==> config.mk <==
export PLATFORM = sky130hd
export DESIGN_NAME = instr_prefetch_buffer
export DESIGN_NICKNAME = d
export VERILOG_FILES = /design/src/rtl/instr_prefetch_buffer.sv
export SDC_FILE = /design/constraint.sdc
export NUM_CORES = 1
export LEC_CHECK = 0
export CORE_AREA = 2 2 203 205
export CTS_CLUSTER_DIAMETER = 200
export DETAILED_ROUTE_END_ITERATION = 7
export DIE_AREA = 0 0 205 207
export PLACE_DENSITY = 0.54
export SLEW_MARGIN = 20
export SYNTH_ARGS = -nofsm -noshare
export SYNTH_HDL_FRONTEND = slang
export SYNTH_SLANG_ARGS = --single-unit
==> constraint.sdc <==
create_clock -name clk -period 3.7 [get_ports clk]
set_input_delay 1.11 -clock clk [delete_from_list [all_inputs] [get_ports clk]]
set_output_delay 1.11 -clock clk [all_outputs]
set_load 0.05 [all_outputs]
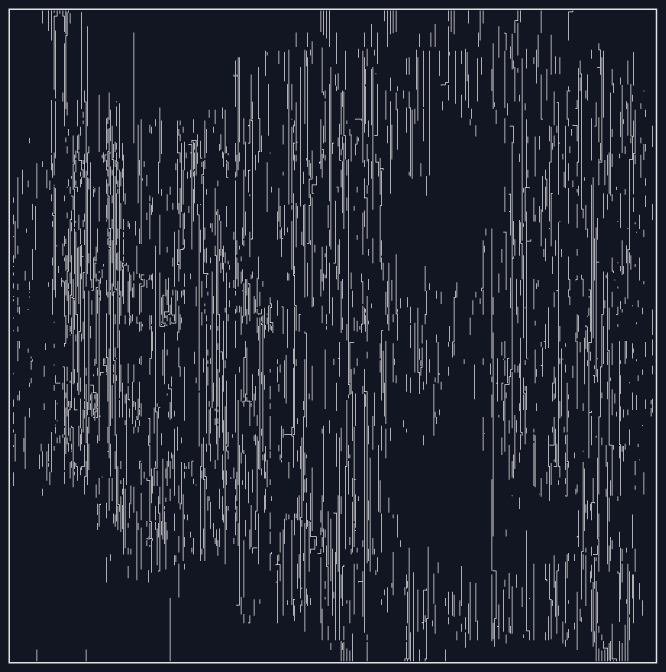
*The metal 2 layer*
nets with wire on the layer: 996
wire length on this layer: 14600 um
share of all routed wire: 45%
longest straight run: 77.5 um
main direction: vertical
via count: 8243
met2 Use GR: 0.239

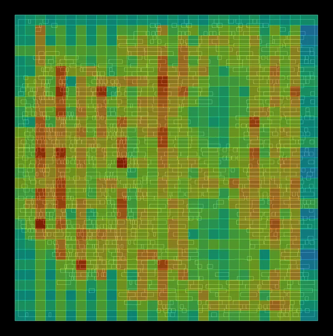
*Track usage over the die*
global-route usage over all layers: 0.155
M3 GR Usage: 0.0367

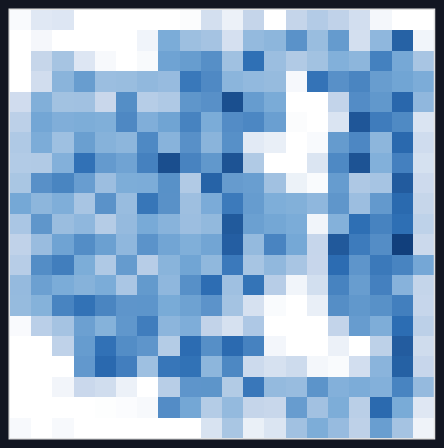
*Cell area per tile*
20 x 21 tiles, from white (low) to dark blue (high), 0 to 100% covered.
mean over tiles: 40%
nearly empty tiles: 12%
tiles over 75% full: 5.7%
fullest tile: 94%
Initial Utilization: 0.345
Final Util: 0.431
core area: 40400 um2

==> metrics.csv <==
metric;value;unit
critical path capture point type;output pin;
Iter 0 DRT Violations;481;
n_diodes;0;
Final Critical Period;3890;ps
Mean Syn Cell Area;15.5;um2
PwrDens;631;nW/um2
CTS tree;built;
I/O Buffers;161;
Die ar.;42400;um2
Post-synth EDFFs;248;
DRC viols;0;
largest net degree at the start of global routing;63;
tool warnings;34;
initial antenna violation count;0;
routed wire length;32200;um
CP Launch Type;flip-flop;
Seq share, synth;0.667;
Max Buffers Root-to-Sink;3;
Max Cap Violations;0;
worst hold slack;570;ps
max layer used;met4;
Yosys chip area;13900;um2
peak supply drop;0.000290;V
H-tree levels;2;
total chip power;11000;uW
drt wl/cell;19.5;um
hold_buf cts;0;
share of layout cells above drive strength 1;0.218;
total negative slack;-191;ps
Worst EP arrival;2780;ps
Final setup violation count;1;
kind of critical path;flip-flop to output pin;
Detailed Routing Iterations Pass 1;5;
max FFs per register;128;
vias in the first global route;8499;
Highest Clock Rate;0.257;GHz
Hold WC Path Type;flip-flop to flip-flop;
grt ovf;0;
design area;17400;um2
top cells by area;edfxtp_1, dfrtp_1, mux4_2, and2_1, xnor2_1;
hpwl dp;20400;um
final worst slack;-191;ps
met3 WL;1780;um
asr flop ratio synth;0.227;
Metal-1 WL;15200;um
number of clock sinks;321;
status;complete, but fails checks;
CTS clock-pin slew for the worst setup and hold paths;60;ps
worst endpoint required time;2590;ps
Die X;205;um
dominant cell type by area after synthesis;edfxtp_1;
gate count of the mapped netlist;898;
NumNets Final;1181;
# IOs;168;
Synth Flop Type;edfxtp_1;
yosys stat cell total;898;
Fin. Hold Viols;0;
Syn-to-layout area delta;25.2;%
synth cell count leaders;edfxtp_1, dfrtp_1, and2_1;
Worst Tran Pin Value;684;ps
placed cell areas;16200;um2
global-route wire length before repair;50400;um
TritonCTS buffer count;36;
post-synthesis cell area;13900;um2
crit-path max FO;2;
Cell Type Count;61;
Via density;5.00;
Clk Latency, worst-skew pair;530;ps
cell with the most instances after synthesis;edfxtp_1;
Max-slew headroom;0.544;
Routed Antenna Nets;0;
Reg2Reg Depth;16;
GP Congestion;0.801;
Root Buffer;clkbuf_16;
Tcrit/Tclk final;1.05;
met2 WL;14600;um
Final Max Slew Viols;0;
R2R setup slack;70;ps
worst hold path cell count;0;
Yosys warnings;0;
die height;207;um
# rows;74;
Area leader share;0.535;
Pleak;0.00610;uW
Setup Skew;15.2;ps
failing checks;negative setup slack;
Synth flops;321;
RSZ-0062 raised after global routing;true;
## stage by stage
step | setup slack (ps) | util | instances
final | -191 | 0.431 | 1650
after global routing | -314 | 0.431 | 1650
after CTS | -248 | 0.430 | 1645
after detailed placement | 11.0 | 0.401 | 1577
after global placement | 32.6 | 0.401 | 1577
after floorplan | 22.7 | - | 901
## cells by family after synthesis
family | after synthesis | share of synthesized area
DFF | 321 | 0.667
and+or+nand+nor | 265 | 0.105
AOI/OAI and AO/OA | 93 | 0.0450
buffers and inverters | 84 | 0.0258
muxes | 73 | 0.109
xor gates and xnor gates | 40 | 0.0265
adders and majority gates | 21 | 0.0216
other | 1 | 0.000270
## repair_timing
| action | 4_1_cts | 5_1_grt |
|---|---|---|
| endpoints found under the setup margin | 18 | 4 |
| gates resized | 27 | 9 |
| gates cloned | 0 | 0 |
| pin swaps | 5 | 7 |
| setup buffers | 2 | 5 |
## where the power goes
part | total, uW | switching (uW) | internal [uW]
Sequential | 4240 | 190 | 4050
Combinational | 3350 | 2070 | 1290
Clock | 3390 | 1400 | 1990
Total | 11000 | 3650 | 7340
## cell type report
class / instances / area (um2)
flip-flops and latches: 321 / 9280
clock inverters: 23 / 170
repair buffers: 199 / 1860
clock buffers: 43 / 958
multi-input cells: 496 / 4350
inverters: 36 / 135
fillers: 3678 / 23000
well taps: 532 / 666
## metal layers
layer,global-route usage,vias to the layer above
met2,0.239,219
met5,0,-
met4,0.0414,0
met1,0.221,4169
li1,-,3815
met3,0.0367,40
## critical path, stage by stage (launching register included)
cell,delay (ps)
dfrtp_1,360
inv_2,60
fa_1,590
nor2_2,70
fa_2,350
nor3b_1,160
o211a_4,250
buf_6,110
and2_4,160
buf_12,140
## placed cells by master, fill, tap and decap left out, types with 7 or more instances in the layout
| master | n |
|---|---|
| buf_12 | 8 |
| xor2_1 | 13 |
| nand3_1 | 27 |
| edfxtp_1 | 248 |
| clkbuf_16 | 37 |
| clkinv_2 | 9 |
| mux2_2 | 7 |
| buf_4 | 77 |
| nand2b_1 | 7 |
| and2_1 | 62 |
| o31a_1 | 10 |
| a21oi_1 | 20 |
| nand2_1 | 57 |
| o21ai_0 | 25 |
| xnor2_1 | 26 |
| inv_1 | 30 |
| ha_1 | 15 |
| clkdlybuf4s50_1 | 95 |
| nand4_1 | 25 |
| nor4_1 | 14 |
| mux4_2 | 62 |
| and3_1 | 7 |
| nor3_1 | 10 |
| dlygate4sd2_1 | 16 |
| clkinv_1 | 8 |
| dfrtp_1 | 71 |
| nor2_1 | 22 |
Power and IR drop assume default switching activity.
